run_1/power_grid.png
Scale bar: 50 um. Pins as bars on the die edge.
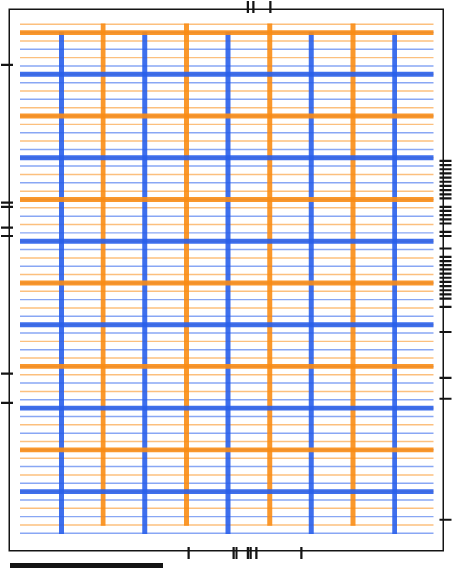
run_1/placement_by_type.png
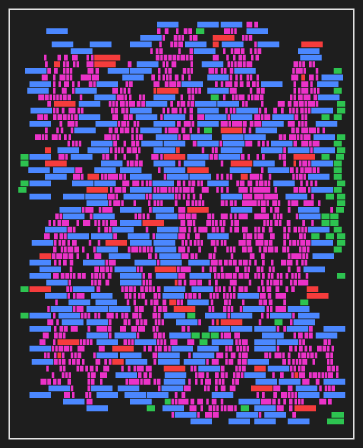
run_1/clk_routes.png
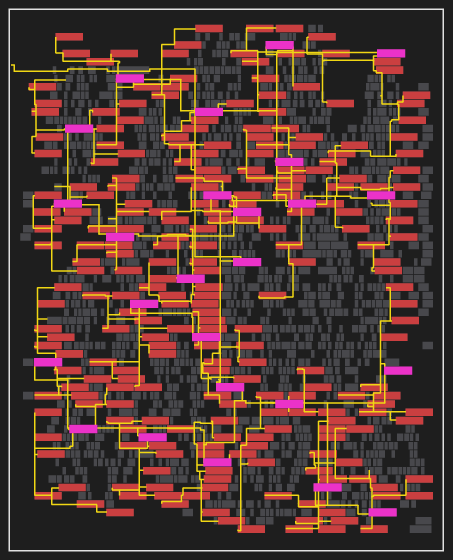
## src/rtl/harp_pkg.sv

```systemverilog
// Shared types and constants for the harp voice allocator.
package harp_pkg;

  localparam int unsigned NUM_BEAMS = 8;
  localparam int unsigned NOTE_W    = 3;
  // Widest voice index (pool of up to 8 voices); narrowed at the top level.
  localparam int unsigned VOICE_W   = 3;

  typedef enum logic [1:0] {
    SCAN,
    EMIT,
    DRAIN
  } harp_state_e;

  typedef struct packed {
    logic               on;
    logic [VOICE_W-1:0] voice;
    logic [NOTE_W-1:0]  note;
  } harp_event_t;

endpackage

```

## src/rtl/harp_debounce.sv

```systemverilog
// Two-flop synchronizer plus stability counter; the level flips after DEBOUNCE_CYCLES
// consecutive samples of the opposite value, with a one-cycle flip strobe alongside.
module harp_debounce #(
  parameter int unsigned DEBOUNCE_CYCLES = 50000
) (
  input  logic clk,
  input  logic reset_n,
  input  logic raw,
  output logic level,
  output logic flip
);

  localparam int unsigned CNT_W = (DEBOUNCE_CYCLES > 1) ? $clog2(DEBOUNCE_CYCLES) : 1;
  localparam logic [CNT_W-1:0] CNT_LAST = CNT_W'(DEBOUNCE_CYCLES - 1);

  logic [1:0]       sync_q;
  logic             level_q, level_d;
  logic             flip_q, flip_d;
  logic [CNT_W-1:0] cnt_q, cnt_d;

  always_comb begin
    level_d = level_q;
    flip_d  = 1'b0;
    cnt_d   = '0;
    if (sync_q[1] != level_q) begin
      if (cnt_q == CNT_LAST) begin
        level_d = ~level_q;
        flip_d  = 1'b1;
      end else begin
        cnt_d = cnt_q + CNT_W'(1);
      end
    end
  end

  always_ff @(posedge clk or negedge reset_n) begin
    if (!reset_n) begin
      sync_q  <= '0;
      level_q <= 1'b0;
      flip_q  <= 1'b0;
      cnt_q   <= '0;
    end else begin
      sync_q  <= {sync_q[0], raw};
      level_q <= level_d;
      flip_q  <= flip_d;
      cnt_q   <= cnt_d;
    end
  end

  assign level = level_q;
  assign flip  = flip_q;

endmodule

```

## src/rtl/harp_voice_allocator.sv

```systemverilog
// Round-robin beam scheduler assigning synth voices and reporting note events.
// Define HARP_VOICE_STEAL_EN to steal the oldest voice instead of dropping a press.
module harp_voice_allocator
  import harp_pkg::*;
#(
  parameter int unsigned NUM_VOICES      = 4,
  parameter int unsigned DEBOUNCE_CYCLES = 50000,
  localparam int unsigned VIDX_W         = $clog2(NUM_VOICES)
) (
  input  logic                         clk,
  input  logic                         reset_n,
  input  logic [NUM_BEAMS-1:0]         beam,
  input  logic                         pedal,
  output logic [NUM_VOICES-1:0]        voice_active,
  output logic [NOTE_W*NUM_VOICES-1:0] voice_note,
  output logic                         evt_valid,
  input  logic                         evt_ready,
  output logic [4+VIDX_W-1:0]          evt_data,
  output logic [15:0]                  drop_count
);

  localparam logic [VIDX_W-1:0] AGE_MAX  = VIDX_W'(NUM_VOICES - 1);
  localparam logic [VIDX_W-1:0] LAST_IDX = VIDX_W'(NUM_VOICES - 1);

  logic [NUM_BEAMS-1:0] beam_lvl, beam_flip;
  logic                 pedal_lvl, pedal_flip;

  for (genvar b = 0; b < NUM_BEAMS; b++) begin : g_beam_db
    harp_debounce #(.DEBOUNCE_CYCLES(DEBOUNCE_CYCLES)) u_beam_db (
      .clk    (clk),
      .reset_n(reset_n),
      .raw    (beam[b]),
      .level  (beam_lvl[b]),
      .flip   (beam_flip[b])
    );
  end

  harp_debounce #(.DEBOUNCE_CYCLES(DEBOUNCE_CYCLES)) u_pedal_db (
    .clk    (clk),
    .reset_n(reset_n),
    .raw    (pedal),
    .level  (pedal_lvl),
    .flip   (pedal_flip)
  );

  harp_state_e          state_q, state_d;
  logic [NOTE_W-1:0]    p_q, p_d;
  logic [NUM_BEAMS-1:0] pend_q, pend_d, ptype_q, ptype_d;
  logic                 pedal_up_q, pedal_up_d;
  logic [VIDX_W-1:0]    drain_q, drain_d;
  logic [NUM_VOICES-1:0] act_q, act_d, sus_q, sus_d;
  logic [NOTE_W-1:0]    note_q [NUM_VOICES];
  logic [NOTE_W-1:0]    note_d [NUM_VOICES];
  logic [VIDX_W-1:0]    age_q  [NUM_VOICES];
  logic [VIDX_W-1:0]    age_d  [NUM_VOICES];
  harp_event_t          evt_q, evt_d;
  logic [15:0]          drop_q, drop_d;

  logic                 hold_found, free_found, rel_found, alloc_en;
  logic [VIDX_W-1:0]    hold_idx, free_idx, rel_idx, alloc_idx;

  // Lowest-index matches for the beam under the scan pointer.
  always_comb begin
    hold_found = 1'b0;
    hold_idx   = '0;
    free_found = 1'b0;
    free_idx   = '0;
    rel_found  = 1'b0;
    rel_idx    = '0;
    for (int unsigned v = 0; v < NUM_VOICES; v++) begin
      if (!hold_found && act_q[v] && sus_q[v] && note_q[v] == p_q) begin
        hold_found = 1'b1;
        hold_idx   = VIDX_W'(v);
      end
      if (!free_found && !act_q[v]) begin
        free_found = 1'b1;
        free_idx   = VIDX_W'(v);
      end
      if (!rel_found && act_q[v] && !sus_q[v] && note_q[v] == p_q) begin
        rel_found = 1'b1;
        rel_idx   = VIDX_W'(v);
      end
    end
  end

`ifdef HARP_VOICE_STEAL_EN
  logic [VIDX_W-1:0] steal_idx, best_age;

  // Strict compare keeps the lowest index on age ties.
  always_comb begin
    steal_idx = '0;
    best_age  = age_q[0];
    for (int unsigned v = 1; v < NUM_VOICES; v++) begin
      if (age_q[v] > best_age) begin
        best_age  = age_q[v];
        steal_idx = VIDX_W'(v);
      end
    end
  end
`endif

  always_comb begin
    state_d    = state_q;
    p_d        = p_q;
    pend_d     = pend_q;
    ptype_d    = ptype_q;
    pedal_up_d = pedal_up_q;
    drain_d    = drain_q;
    act_d      = act_q;
    sus_d      = sus_q;
    note_d     = note_q;
    age_d      = age_q;
    evt_d      = evt_q;
    drop_d     = drop_q;
    alloc_en   = 1'b0;
    alloc_idx  = '0;

    unique case (state_q)
      SCAN: begin
        if (pedal_up_q) begin
          state_d = DRAIN;
        end else begin
          p_d = p_q + NOTE_W'(1);
          if (pend_q[p_q]) begin
            pend_d[p_q] = 1'b0;
            if (ptype_q[p_q]) begin
              if (hold_found) begin
                alloc_en  = 1'b1;
                alloc_idx = hold_idx;
              end else if (free_found) begin
                alloc_en  = 1'b1;
                alloc_idx = free_idx;
              end else begin
`ifdef HARP_VOICE_STEAL_EN
                alloc_en  = 1'b1;
                alloc_idx = steal_idx;
`else
                if (drop_q != 16'hFFFF) drop_d = drop_q + 16'd1;
`endif
              end
            end else if (rel_found) begin
              if (pedal_lvl) begin
                sus_d[rel_idx] = 1'b1;
              end else begin
                act_d[rel_idx] = 1'b0;
                evt_d.on       = 1'b0;
                evt_d.voice    = VOICE_W'(rel_idx);
                evt_d.note     = p_q;
                state_d        = EMIT;
              end
            end
          end
        end
      end
      EMIT: begin
        if (evt_ready) state_d = pedal_up_q ? DRAIN : SCAN;
      end
      DRAIN: begin
        if (act_q[drain_q] && sus_q[drain_q]) begin
          act_d[drain_q] = 1'b0;
          sus_d[drain_q] = 1'b0;
          evt_d.on       = 1'b0;
          evt_d.voice    = VOICE_W'(drain_q);
          evt_d.note     = note_q[drain_q];
          state_d        = EMIT;
        end
        if (drain_q == LAST_IDX) begin
          drain_d    = '0;
          pedal_up_d = 1'b0;
          if (state_d == DRAIN) state_d = SCAN;
        end else begin
          drain_d = drain_q + VIDX_W'(1);
        end
      end
      default: state_d = SCAN;
    endcase

    if (alloc_en) begin
      for (int unsigned v = 0; v < NUM_VOICES; v++) begin
        if (VIDX_W'(v) == alloc_idx) begin
          act_d[v]  = 1'b1;
          sus_d[v]  = 1'b0;
          note_d[v] = p_q;
          age_d[v]  = '0;
        end else if (act_q[v] && age_q[v] != AGE_MAX) begin
          age_d[v] = age_q[v] + VIDX_W'(1);
        end
      end
      evt_d.on    = 1'b1;
      evt_d.voice = VOICE_W'(alloc_idx);
      evt_d.note  = p_q;
      state_d     = EMIT;
    end

    // A fresh debounced flip overrides any service of the same beam this cycle.
    for (int unsigned b = 0; b < NUM_BEAMS; b++) begin
      if (beam_flip[b]) begin
        pend_d[b]  = 1'b1;
        ptype_d[b] = beam_lvl[b];
      end
    end
    if (pedal_flip && !pedal_lvl) pedal_up_d = 1'b1;
  end

  always_ff @(posedge clk or negedge reset_n) begin
    if (!reset_n) begin
      state_q    <= SCAN;
      p_q        <= '0;
      pend_q     <= '0;
      ptype_q    <= '0;
      pedal_up_q <= 1'b0;
      drain_q    <= '0;
      act_q      <= '0;
      sus_q      <= '0;
      evt_q      <= '0;
      drop_q     <= '0;
      for (int unsigned v = 0; v < NUM_VOICES; v++) begin
        note_q[v] <= '0;
        age_q[v]  <= '0;
      end
    end else begin
      state_q    <= state_d;
      p_q        <= p_d;
      pend_q     <= pend_d;
      ptype_q    <= ptype_d;
      pedal_up_q <= pedal_up_d;
      drain_q    <= drain_d;
      act_q      <= act_d;
      sus_q      <= sus_d;
      evt_q      <= evt_d;
      drop_q     <= drop_d;
      note_q     <= note_d;
      age_q      <= age_d;
    end
  end

  always_comb begin
    voice_note = '0;
    for (int unsigned v = 0; v < NUM_VOICES; v++) begin
      voice_note[NOTE_W*v +: NOTE_W] = note_q[v];
    end
  end

  assign voice_active = act_q;
  assign evt_valid    = (state_q == EMIT);
  assign evt_data     = {evt_q.on, VIDX_W'(evt_q.voice), evt_q.note};
  assign drop_count   = drop_q;

endmodule

```

## config.mk

```make
export PLATFORM = sky130hd
export DESIGN_NAME = harp_voice_allocator
export DESIGN_NICKNAME = d
export VERILOG_FILES = /design/src/rtl/harp_pkg.sv /design/src/rtl/harp_debounce.sv /design/src/rtl/harp_voice_allocator.sv
export SDC_FILE = /design/constraint.sdc
export NUM_CORES = 1
export LEC_CHECK = 0
export ABC_AREA = 1
export ABC_CLOCK_PERIOD_IN_PS = 4700
export CAP_MARGIN = 15
export CORE_AREA = 3 3 138 173
export DETAILED_ROUTE_END_ITERATION = 8
export DIE_AREA = 0 0 141 176
export PLACE_DENSITY_LB_ADDON = 0.3
export SETUP_SLACK_MARGIN = 0.02
export SYNTH_ARGS = -nofsm -noshare
export SYNTH_HDL_FRONTEND = slang
export SYNTH_SLANG_ARGS = --single-unit
```

## constraint.sdc

```tcl
create_clock -name clk -period 4.7 [get_ports clk]
set_input_delay 0.705 -clock clk [delete_from_list [all_inputs] [get_ports clk]]
set_output_delay 0.705 -clock clk [all_outputs]
set_load 0.05 [all_outputs]
```

==> results_dict.tcl, run 1 <==
# flow metrics
set metrics [dict create \
    synth-compound-area-share_pct 7.05 \
    syn_avg_cell_area_um2 8.33 \
    muxShareOfSynthArea_pct 0.164 \
    crit_cells 11 \
    async_reset_ff_share_pct 100 \
    vias_per_cell 5.29 \
    finalHoldViolCount 0 \
    worst_pin_slew_ns 0.914 \
    final_core_util_pct 61.4 \
    cts_buffer_depth 3 \
    clock_area_share_pct 5.82 \
    finalSetupViolCount 0 \
    dp_cells 1779 \
    h-tree-depth 1 \
    clk_pin_slew_worst_paths_ns 0.07 \
    grt_max_degree 107 \
    flop-count 246 \
    final_nets 1550 \
    p_leak_nw 6.20 \
    synthXorXnorAreaFrac_pct 5.18 \
    yosys-top-cells-count "nand2_1, dfrtp_1, nor2_1" \
    critPathMaxFanout 26 \
    cap_violations 0 \
    lay_top_cells "nand2_1, dfrtp_1, nor2_1" \
    critPathMostFrequentCell "nand2_1" \
    top_logic_kind "simple AND/OR/NAND/NOR gates" \
    hpwlAfterDp_um 17500 \
    power_density_nw_per_um2 339 \
    grt-ovfl-total 0 \
    design_area_um2 13700 \
    drive_gt1_share_pct 4.61 \
    grt_use_total_pct 20.1 \
    gp_congestion 0.938 \
    ir_worst_vdd_mv 0.258 \
    cts_buffers 25 \
    place_area_um2 12900 \
    dr.pass1.iters 8 \
    num_io_pins 51 \
    fin_ws_ns 1.91 \
    regToRegSetupSlack_ns 1.91 \
    synth_warnings 0 \
    area_leaders "dfrtp_1, nand2_1, nor2_1" \
    post-synth-top-count-cell "nand2_1" \
    synth_flops 246 \
    tapCellCount 283 \
    slowest_stage "dfrtp_1" \
    edf_count 0 \
    cts_resized 0 \
    buffers 52 \
    top_area_share_pct 50.6 \
    comb_cells 1013 \
    final_common_cell "nand2_1" \
    status "complete, no violations" \
    diodes 0 \
    crit_family "simple AND/OR/NAND/NOR gates" \
    cts_tree "done" \
    die_h_um 176 \
    layout.cells.non_filler 1823 \
    critical_path_class "register to register" \
    ys_sh_adder_pct 1.54 \
    cp-startpoint "p_q[0]$_DFFE_PN0P_" \
    comb_share_pct 37.8 \
    postCtsSetupRepairBufs 0 \
]
## Picture notes: power_grid.png
colour	net
blue	VSS
orange	VDD
signal pins	51
rows	61

## Picture notes: placement_by_type.png
colour	class	cells	share of their area
green	remaining buffers and delay cells	52	4.0%
blue	sequential cells	246	46%
magenta	combinational and other logic	1198	44%
red	clock drivers and dummy loads	44	6.0%
Seq area share: 44.8%
Rows: 61

## Picture notes: clk_routes.png
[magenta] clock drivers | count: 25
[yellow] clock wires | length: 2910 um
[red] flip-flops | count: 246
routed clock nets	26
Setup Skew: 0.0159 ns
Clk pwr share: 41.1%
clk_lat worst skew: 0.53 ns
Clock Power: 1.91 mW

run 1: flip-flops by register name (all words and copies together), names as in the netlist:
register,cells
g_beam_db.u_beam_db.cnt_q,128
drop_count,16
g_beam_db.u_beam_db.sync_q,16
u_pedal_db.cnt_q,16
voice_note,12
g_beam_db.u_beam_db.flip,8
g_beam_db.u_beam_db.level,8
pend_q,8
ptype_q,8
evt_data,6
sus_q,4
voice_active,4
p_q,3
drain_q,2
state_q,2
u_pedal_db.sync_q,2
pedal_up_q,1
u_pedal_db.flip,1
u_pedal_db.level,1
run 1: power breakdown:
part	internal (mW)	total, mW	switching (mW)
Clock	1.11	1.91	0.798
Combinational	0.131	0.453	0.321
Sequential	2.17	2.29	0.115
==> run 2, diff against run 1 <==
--- a/config.mk
+++ b/config.mk
@@ -6,7 +6,7 @@
 export NUM_CORES = 1
 export LEC_CHECK = 0
 export ABC_AREA = 1
-export ABC_CLOCK_PERIOD_IN_PS = 4700
+export ABC_CLOCK_PERIOD_IN_PS = 2300
 export CAP_MARGIN = 15
 export CORE_AREA = 3 3 138 173
 export DETAILED_ROUTE_END_ITERATION = 8
==> constraint.sdc (replaced) <==
create_clock -name clk -period 2.3 [get_ports clk]
set_input_delay 0.345 -clock clk [delete_from_list [all_inputs] [get_ports clk]]
set_output_delay 0.345 -clock clk [all_outputs]
set_load 0.05 [all_outputs]
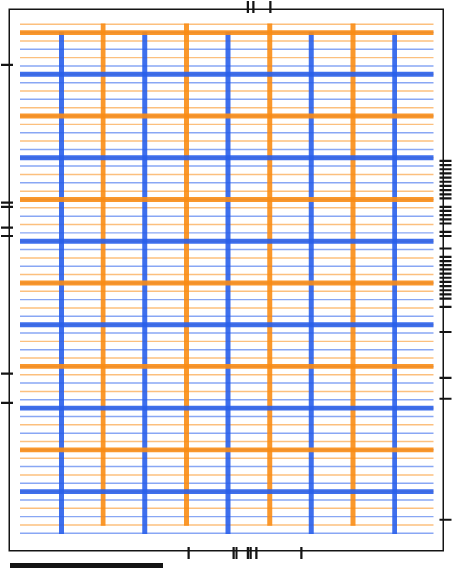
run_2/power_grid.png
Scale bar: 50 um. Pins as bars on the die edge.
colour	net
blue	VSS
orange	VDD
met4 straps	9
met5 straps	12

==> run 2 against run 1 <==
Clock power increased by 140%. Flip-flop count unchanged. Die area stayed put. Power is 120% higher. Clock skew decreased by 0.0037 ns. Global-route usage grew 0.79 points. Critical path type is now register to output port. Highest routed layer unchanged.
==> results_dict.tcl, run 2 <==
# flow metrics
set metrics [dict create \
    flop_area_um2 6160 \
    worstPathRequired_ns 1.96 \
    crit_cells 1 \
    seq-power_mw 4.57 \
    maxPowerGroup "clock" \
    die_area_um2 24800 \
    syn_avg_cell_area_um2 8.33 \
    design_area_um2 14100 \
    crit_family "buffers and inverters" \
    finalHoldViolCount 0 \
    fin_ws_ns 0.0908 \
    p_leak_nw 6.42 \
    synth_flops 246 \
    cts_buffer_depth 3 \
    final_core_util_pct 63.2 \
    grt_max_degree 59 \
    slowest_stage "clkdlybuf4s50_1" \
    reg2regPathDepth 15 \
    regToRegSetupSlack_ns 0.24 \
    powerClk_mw 4.61 \
    cp-startpoint "voice_note[3]$_DFFE_PN0P_" \
    cts_sinks 246 \
    critPathMaxFanout 5 \
    lay_top_cells "nand2_1, dfrtp_1, nor2_1" \
    grt-ovfl-total 0 \
    clk_pin_slew_worst_paths_ns 0.07 \
    fmax_ghz 0.453 \
    largest_reg_flops 128 \
    dp_cells 1802 \
    highest_layer "met4" \
    drive_gt1_share_pct 7.02 \
    routedWlPerCell_um 13.5 \
    synth_warnings 0 \
    cts_tree "done" \
    ir_worst_vdd_mv 0.653 \
    wl_met2_um 12600 \
    wl_met3_um 1070 \
    total_power_mw 10.3 \
    timing.rr.end "voice_note[10]$_DFFE_PN0P_" \
    globalRoute.busiestLayer "met2" \
    internal_power_mw 7.68 \
    hp-start "pedal" \
    fin_worst_skew_ns 0.0122 \
    edf_count 0 \
    drtAntennaViolNets 0 \
    r2r_start "p_q[0]$_DFFE_PN0P_" \
    p_clk_share_pct 44.6 \
    cp.arrival_ns 1.86 \
    pwr-share-comb_pct 11.2 \
    slew-limit-headroom_pct 62.1 \
    critical_path_class "register to output port" \
    top_area_share_pct 50.6 \
    cts_resized 0 \
    largest_register "g_beam_db.u_beam_db.cnt_q" \
    sw_frac_of_total_pct 25.6 \
    worst_pin_slew_ns 0.567 \
    grt_use_total_pct 20.9 \
    final_nets 1575 \
    diodes 0 \
    post-synth-top-count-cell "nand2_1" \
    async_reset_ff_share_pct 100 \
    cp-end-kind "output port" \
    status "complete, no violations" \
    num_io_pins 51 \
    whs_endpoint "u_pedal_db.sync_q[0]$_DFF_PN0_" \
    hpwlAfterDp_um 18100 \
    powerComb_mw 1.15 \
    power_density_nw_per_um2 731 \
    worstHoldPathType "primary input to register" \
    yosys-top-cells-count "nand2_1, dfrtp_1, nor2_1" \
    ys_chip_area_um2 12200 \
    p_seq_share_pct 44.2 \
    synth_nets 1489 \
    insertion_delay_ns 0.53 \
    tool_warnings 29 \
    die_h_um 176 \
    dr.pass1.iters 6 \
    h-tree-depth 1 \
    row_count 61 \
    finalSetupViolCount 0 \
    switching_power_mw 2.65 \
    nFillCells 1848 \
    cts_buffers 26 \
    layout.cells.non_filler 1850 \
    gp_congestion 0.974 \
    place_area_um2 13100 \
    grt_use_met3_pct 2.79 \
    synth_cells 1462 \
    syn_area_um2 12200 \
    postCtsSetupRepairBufs 0 \
    vias_per_cell 5.30 \
    cpPeakStageDelay_ns 0.85 \
    grt_pass1_vias 9754 \
    area_leaders "dfrtp_1, nand2_1, nor2_1" \
    cap_violations 0 \
    final_common_cell "nand2_1" \
    whs_ns 0.258 \
]
run 2: cell counts after synthesis:
No cell type changed its count.
run 2: final cells by class:
| class | count | share of cell area [%] |
|---|---|---|
| Multi-Input combinational cell | 1013 | 36.9 |
| Inverter | 185 | 4.96 |
| Tap cell | 283 | 2.50 |
| Sequential cell | 246 | 43.5 |
| Clock inverter | 18 | 1.80 |
| Clock buffer | 29 | 4.97 |
| Timing Repair Buffer | 76 | 5.34 |
run 2: cells by family after synthesis:
family | share of synthesized area [%]
AND-OR/OR-AND | 7.05
XOR/XNOR | 5.18
AND/OR/NAND/NOR | 28.6
adder cells (fa/ha/maj) | 1.54
flip-flops | 50.6
multiplexers | 0.164
buffers and inverters | 6.85
==> run 3, diff against run 2 <==
--- a/config.mk
+++ b/config.mk
@@ -11,6 +11,7 @@
 export CORE_AREA = 3 3 138 173
 export DETAILED_ROUTE_END_ITERATION = 8
 export DIE_AREA = 0 0 141 176
+export GPL_ROUTABILITY_DRIVEN = 0
 export PLACE_DENSITY_LB_ADDON = 0.3
 export SETUP_SLACK_MARGIN = 0.02
 export SYNTH_ARGS = -nofsm -noshare
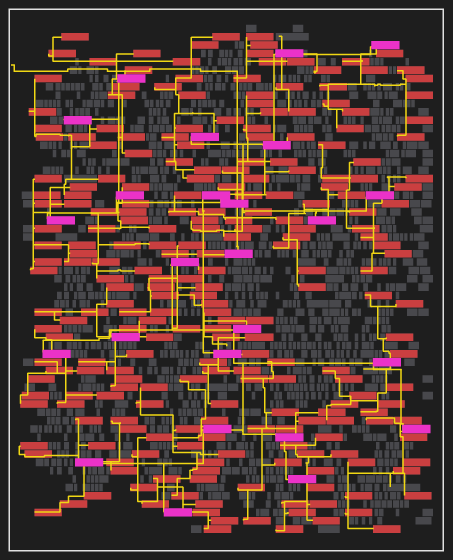
run_3/clk_routes.png
[yellow] clock wires | length: 2930 um
[magenta] clock drivers | count: 25
[red] flip-flops | count: 246
flops lie	widely spread
routed clock nets	26

==> run 3 against run 2 <==
Cell count fell by 0.27%. Clock skew about the same. Highest routed layer unchanged. Largest cell class unchanged. Die area unchanged. Clock power down 12%. Power decreased by 5.4%. Cell area shrank 1.0%. Register-to-register slack got worse by 0.02 ns. Utilization is 0.66 points lower. Critical endpoint is now voice_active[2]. Sequential share of layout area grew 0.46 points. Worst hold slack improved by 0.013 ns. Fmax up 0.45%.
==> results_dict.tcl, run 3 <==
# flow metrics
set metrics [dict create \
    syn_area_um2 12200 \
    tool_warnings 29 \
    cts_sinks 246 \
    layout.cells.non_filler 1845 \
    grt-ovfl-total 0 \
    finalHoldViolCount 0 \
    grt_pass1_vias 9823 \
    synth_nets 1489 \
    grt_pass1_wl_um 44400 \
    wl_met2_um 13100 \
    timing.rr.end "drop_count[0]$_DFFE_PN0P_" \
    dr.pass1.iters 6 \
    cp-start-kind "register" \
    synth_cells 1462 \
    vias 9764 \
    clk_pin_slew_worst_paths_ns 0.06 \
    crit_family "buffers and inverters" \
    top_area_share_pct 50.6 \
    synth.largest_area_cell "dfrtp_1" \
    tns_ns 0 \
    grt_util_met2_pct 38.7 \
    finalSetupViolCount 0 \
    dpl_worst_slack_ns 0.165 \
    die_x_um 141 \
    cts-root-buf "clkbuf_16" \
    ir_worst_vdd_mv 0.691 \
    lay_top_cells "nand2_1, dfrtp_1, nor2_1" \
    post-synth-top-count-cell "nand2_1" \
    r2r_start "drop_count[0]$_DFFE_PN0P_" \
    grt_max_degree 71 \
    area_leaders "dfrtp_1, nand2_1, nor2_1" \
    final_core_util_pct 62.6 \
    cap_violations 0 \
    cp-end-kind "output port" \
    critPathMaxFanout 7 \
    slowest_stage "clkdlybuf4s50_1" \
    final_nets 1572 \
    edf_count 0 \
    async_reset_ff_share_pct 100 \
    fmax_ghz 0.455 \
    min_period_over_period_pct 95.6 \
    drive_gt1_share_pct 6.47 \
    dp_cells 1800 \
    critical_path_class "register to output port" \
    flop_area_um2 6160 \
    whs_endpoint "g_beam_db[1].u_beam_db.sync_q[0]$_DFF_PN0_" \
    ys_chip_area_um2 12200 \
    reg2regPathDepth 10 \
    port_buffers 50 \
    antenna_found_initial 0 \
    routedWlPerCell_um 13.8 \
    die_h_um 176 \
    rsz0062_at_grt "false" \
    highest_layer "met4" \
    regToRegSetupSlack_ns 0.22 \
    drtAntennaViolNets 0 \
    largest_reg_flops 128 \
    routed_wl_um 25400 \
    hpwlAfterDp_um 18500 \
    diodes 0 \
    status "complete, no violations" \
    whs_ns 0.272 \
    yosys-top-cells-count "nand2_1, dfrtp_1, nor2_1" \
    largest_register "g_beam_db.u_beam_db.cnt_q" \
    total_power_mw 9.78 \
    yosys.cell_types.count 46 \
    nFillCells 1868 \
    flop_cell "dfrtp_1" \
    place_area_um2 13100 \
    worst_pin_slew_ns 0.574 \
    postCtsSetupRepairBufs 0 \
    crit_cells 1 \
    die_area_um2 24800 \
    num_io_pins 51 \
    synth_warnings 0 \
    hp-start "beam[1]" \
    fin_ws_ns 0.101 \
    cpPeakStageDelay_ns 0.85 \
    insertion_delay_ns 0.51 \
    drt_iter0_drc 593 \
    worstPathRequired_ns 1.96 \
    cp.arrival_ns 1.85 \
    power_density_nw_per_um2 699 \
    grt_use_met3_pct 2.57 \
    design_area_um2 14000 \
    globalRoute.busiestLayer "met2" \
    row_count 61 \
    p_leak_nw 6.34 \
    vias_per_cell 5.29 \
    wl_met3_um 1060 \
    fin_crit_ns 2.20 \
    synth_flops 246 \
    slew-limit-headroom_pct 61.6 \
    grt_use_total_pct 21.1 \
    met1_length_um 10600 \
    drc 0 \
    worstHoldPathType "primary input to register" \
    cp_cell_sequence "clkdlybuf4s50_1" \
    fin_worst_skew_ns 0.0117 \
    cts_buffers 25 \
    cts_buffer_depth 3 \
    comb_area_um2 5220 \
    h-tree-depth 1 \
    crit_buf_inv 1 \
    postSynthSeqShare_pct 50.6 \
    cts_tree "done" \
    syn_avg_cell_area_um2 8.33 \
    cp-startpoint "voice_active[2]$_DFF_PN0_" \
    final_common_cell "nand2_1" \
]
run 3: cell counts after synthesis:
No cell type changed its count.
run 3: logic make-up after synthesis:
group	synth area share [%]
simple gates	28.6
flops	50.6
mux	0.164
fa+ha+maj	1.54
xor+xnor	5.18
buf+inv	6.85
compound gates	7.05
run 3: power breakdown:
group          switching, mW  internal, mW  total (mW)
registers              0.119          4.45        4.57
logic                  0.805         0.362        1.17
clock network           1.62          2.43        4.05
total                   2.54          7.24        9.78
run 3: layout make-up:
class,count,area share (%)
Multi-Input combinational cell,1013,37.3
Tap cell,283,2.53
Timing Repair Buffer,74,5.29
Sequential cell,246,44.0
Inverter,185,5.02
Clock inverter,11,0.965
Clock buffer,33,4.90
run 3: timing repair:
action	in CTS	in global routing
endpoints found under the setup margin	0	29
endpoints found under the hold margin	63	0
resized	0	11
hold buffers	1	0
Power and IR drop assume default switching activity.
